==> config.mk <==
export PLATFORM = sky130hd
export DESIGN_NAME = fp_term_fixed_stream_adapter
export DESIGN_NICKNAME = d
export VERILOG_FILES = /design/src/rtl/fp_term_fixed_stream_adapter.sv
export SDC_FILE = /design/constraint.sdc
export NUM_CORES = 1
export LEC_CHECK = 0
export CORE_ASPECT_RATIO = 0.6
export CORE_UTILIZATION = 45
export DETAILED_ROUTE_END_ITERATION = 8
export PLACE_DENSITY = 0.62
export SLEW_MARGIN = 25
export SYNTH_ARGS = -nofsm -noshare
export SYNTH_HDL_FRONTEND = slang
export SYNTH_SLANG_ARGS = --single-unit
==> constraint.sdc <==
create_clock -name clk -period 15.45 [get_ports clk]
set_clock_uncertainty 0.2 [all_clocks]
set_input_delay 3.09 -clock clk [delete_from_list [all_inputs] [get_ports clk]]
set_output_delay 3.09 -clock clk [all_outputs]
set_load 0.05 [all_outputs]
==> src/rtl/fp_term_fixed_stream_adapter.sv <==
// Converts IEEE-754 single terms to signed Q(OUT_W-FRAC_BITS).FRAC_BITS and queues them on a valid/ready stream.
// Optional FP2FIX_ROUND_EN: round half away from zero instead of truncating toward zero.
module fp_term_fixed_stream_adapter #(
  parameter int OUT_W     = 32,
  parameter int FRAC_BITS = 16,
  parameter int DEPTH     = 8
) (
  input  logic                     clk,
  input  logic                     rst,
  input  logic                     in_enable,
  input  logic [31:0]              in_n,
  input  logic [31:0]              in_term,
  input  logic                     in_valid,
  input  logic                     in_done,
  output logic signed [OUT_W-1:0]  out_data,
  output logic                     out_sat,
  output logic                     out_last,
  output logic                     out_valid,
  input  logic                     out_ready,
  output logic [$clog2(DEPTH):0]   level,
  output logic                     overflow,
  output logic                     len_err
);

  localparam int AW = $clog2(DEPTH);
  localparam int LW = AW + 1;
  localparam int WW = OUT_W + 24;
  localparam logic [OUT_W-1:0] MAX_POS = {1'b0, {(OUT_W-1){1'b1}}};
  localparam logic [OUT_W-1:0] MIN_NEG = {1'b1, {(OUT_W-1){1'b0}}};

  // Returns {sat, data}; magnitude is built unsigned, then negated for negative inputs.
  function automatic logic [OUT_W:0] fp2fix(input logic [31:0] f);
    logic [7:0]       e;
    logic [23:0]      m;
    logic [WW-1:0]    mag;
    logic             big;
    logic             sat;
    logic [OUT_W-1:0] res;
    int               sh;
`ifdef FP2FIX_ROUND_EN
    logic [23:0]      rsh;
`endif
    e   = f[30:23];
    m   = {1'b1, f[22:0]};
    sh  = int'({24'd0, e}) - 150 + FRAC_BITS;
    mag = '0;
    big = 1'b0;
    if (e == 8'd0) begin
      return '0;
    end
    if (e == 8'hFF) begin
      return (f[31] && (f[22:0] == 23'd0)) ? {1'b1, MIN_NEG} : {1'b1, MAX_POS};
    end
    if (sh >= OUT_W) begin
      big = 1'b1;
    end else if (sh >= 0) begin
      mag = {{OUT_W{1'b0}}, m} << sh;
    end else if (sh > -25) begin
      mag = {{OUT_W{1'b0}}, m} >> (-sh);
`ifdef FP2FIX_ROUND_EN
      rsh = m >> (-sh - 1);
      mag = mag + WW'(rsh[0]);
`endif
    end
    sat = big || (mag[WW-1:OUT_W-1] != '0);
    if (sat) begin
      res = f[31] ? MIN_NEG : MAX_POS;
    end else begin
      res = f[31] ? -mag[OUT_W-1:0] : mag[OUT_W-1:0];
    end
    return {sat, res};
  endfunction

  logic signed [OUT_W-1:0] mem_data [DEPTH];
  logic                    mem_sat  [DEPTH];
  logic                    mem_last [DEPTH];
  logic [AW-1:0]           wr_ptr, rd_ptr;
  logic [31:0]             count_q, n_q;
  logic                    en_q, done_q;

  logic                    en_rise, done_rise, full, pop, push_ok, drop;
  logic [31:0]             n_eff, cnt_base, cnt_next;
  logic [32:0]             cnt_inc;
  logic signed [OUT_W-1:0] data_p0;
  logic                    sat_p0, last_p0, vld_p0;

  // Stage p0: combinational conversion, term numbering and FIFO handshake decode
  always_comb begin
    en_rise   = in_enable & ~en_q;
    done_rise = in_done & ~done_q;
    n_eff     = en_rise ? in_n : n_q;
    cnt_base  = en_rise ? 32'd0 : count_q;
    cnt_inc   = {1'b0, cnt_base} + 33'd1;
    cnt_next  = cnt_base;
    if (in_valid && !(&cnt_base)) cnt_next = cnt_inc[31:0];
    {sat_p0, data_p0} = fp2fix(in_term);
    last_p0   = (n_eff != 32'd0) && (cnt_inc == {1'b0, n_eff});
    vld_p0    = in_valid;
    full      = (level == LW'(DEPTH));
    pop       = out_valid & out_ready;
    push_ok   = vld_p0 & (~full | pop);
    drop      = vld_p0 & full & ~pop;
  end

  assign out_valid = (level != '0);
  assign out_data  = out_valid ? mem_data[rd_ptr] : '0;
  assign out_sat   = out_valid & mem_sat[rd_ptr];
  assign out_last  = out_valid & mem_last[rd_ptr];

  // Stage p1: FIFO storage (data path, no reset)
  always_ff @(posedge clk) begin
    if (push_ok) begin
      mem_data[wr_ptr] <= data_p0;
      mem_sat[wr_ptr]  <= sat_p0;
      mem_last[wr_ptr] <= last_p0;
    end
  end

  always_ff @(posedge clk) begin
    if (rst) begin
      wr_ptr   <= '0;
      rd_ptr   <= '0;
      level    <= '0;
      count_q  <= '0;
      n_q      <= '0;
      en_q     <= 1'b0;
      done_q   <= 1'b0;
      overflow <= 1'b0;
      len_err  <= 1'b0;
    end else begin
      en_q     <= in_enable;
      done_q   <= in_done;
      n_q      <= n_eff;
      count_q  <= cnt_next;
      if (push_ok) wr_ptr <= wr_ptr + AW'(1);
      if (pop)     rd_ptr <= rd_ptr + AW'(1);
      level    <= level + LW'(push_ok) - LW'(pop);
      // A new sequence clears the sticky flags; an event in the same cycle still sets them.
      overflow <= (overflow & ~en_rise) | drop;
      len_err  <= (len_err & ~en_rise) | (done_rise && (cnt_base != n_eff));
    end
  end

endmodule

==> metrics.cfg <==
[grt]
grt_pass1_vias=15070
busiest_layer=met1
globalRouteMet3Util=0.04075

[detailed_routing]
first_iter_violations=1677
route.met2.wl_um=25160
post_drt_wl_per_cell_um=23.41

[worst_setup_path]
endpoint=mem_data[5][22]$_DFFE_PP_
r2r_setup_slack_ns=9.76

[cells_and_area]
comb_share=0.4443
clkbuf_count=47
largest_register_ffs=256
buffer_area_frac=0.05616
lay_top_count=edfxtp_1
filler_cell_count=3989
multiInputGateArea_um2=10510
regMostFlops=mem_data

[synthesis]
xor_share=0.05558
adder_share=0.01706
syn-cell-area_um2=20980
top_area_frac=0.3893
mux_area_frac=0.1570
edf_count=272

[final_timing]
fin_setup_tns_ns=0
setup_viol=0
period_needed_ns=10.56

[floorplan]
die_x_um=280.8

[power]
combPwrFrac=0.367
p_per_area_nw_per_um2=133.6

[flow_run]
drv_cap=0

[worst_hold_path]
worstHoldStart=rd_ptr[1]$_SDFFE_PP0P_
min_path_type=flip-flop to flip-flop

[outcome]
outcome=finished, final reports clean

[clock_tree]
ctsHoldBuffers=0
h-tree-depth=2

==> worst max-delay path: stages <==
cell and delay (ns):
clkdlybuf4s50_1 0.97, a21oi_2 0.19, xnor2_4 0.73, ha_1 0.44
nand3_1 0.11, a2bb2oi_1 0.18, o211ai_1 0.22, nand2_1 0.38
or4_1 0.63, ha_1 0.29, nand4_1 0.08, nor2_1 0.14
and3_1 0.24, nand3_4 0.16, o32a_2 0.41, or3_1 0.35
a211o_1 0.36, ha_1 0.24, o211ai_1 0.11, nor4_1 0.16
nand2_1 0.17, o21ai_0 0.12, xor2_1 0.16, a21oi_1 0.62
==> metrics by stage <==
stage / cell area, um^2 / hold WS [ns]
detailed placement: 22540 / 0.2758
floorplan: 20980 / 0.2541
CTS: 23660 / 0.2882
global placement: 22540 / 0.2719
finish: 23660 / 0.2856
global route: 23660 / 0.3122
### Sizing map

The bar under the picture is 100 um long.
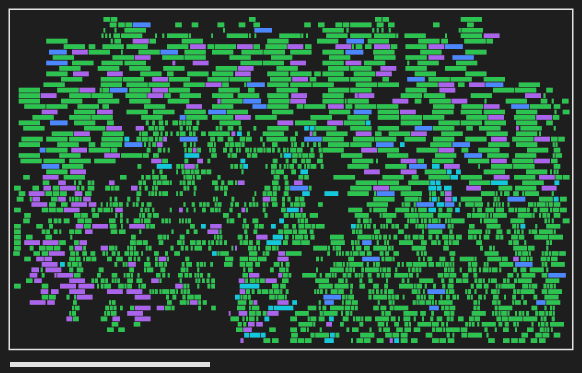
| size | color | cells |
|---|---|---|
| x1 and smaller | green | 1,698 |
| x2 | purple | 171 |
| x6 and larger | blue | 45 |
| x3 and x4 | cyan | 54 |

### Where the registers sit

The bar under the picture is 100 um long.
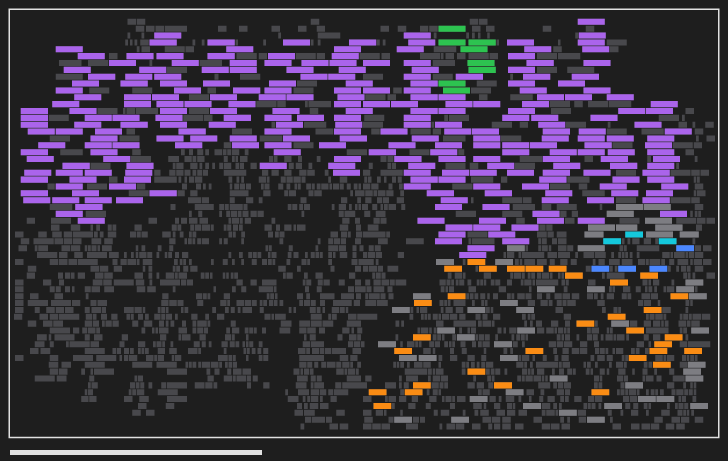
| netlist name | color | sequential cells |
|---|---|---|
| rd_ptr | cyan | 3 |
| mem_sat | green | 8 |
| mem_data | purple | 256 |
| level | blue | 4 |
| count_q | orange | 32 |
not colored: 50
sequential power: 1.17 mW
final core utilization: 0.5209
FF/Latch Area: 9796 um^2
flop share of the area: 0.4140

### Clock distribution

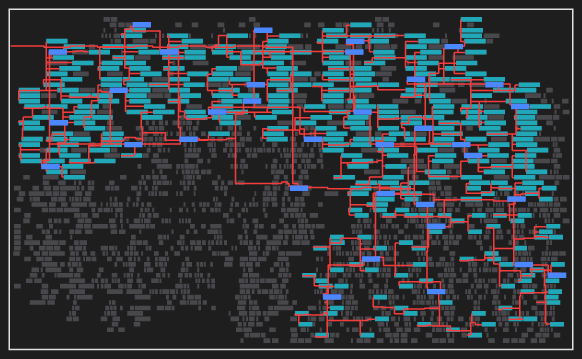
[flip-flops] cyan | count: 353
[clock wires] red | length: 4,220 um
[clock-net drivers] blue | count: 34
flops lie: all over the die
routed clock nets: 35
Clock power frac: 0.264
Latency at later pin: 0.53 ns
clock group total power: 0.834 mW

### Wiring heat map

The die is cut into 28 by 17 equal tiles; dark blue is low, red is high, scaled to the fullest tile. Values are wire area over tile area, all layers added.
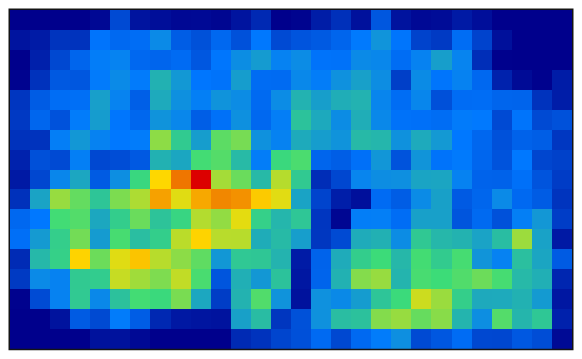
tiles over half the peak: 14%
emptiest ninth of the die: top right
densest ninth of the die: middle
mean over tiles: 0.21
fullest tile: 0.72

### Placement view

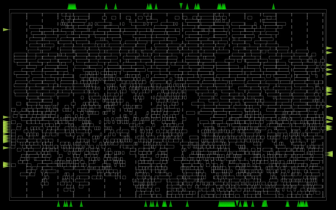
Core Area: 45,420 um^2
Site Rows: 60

Power is estimated from default activity; no workload was simulated.
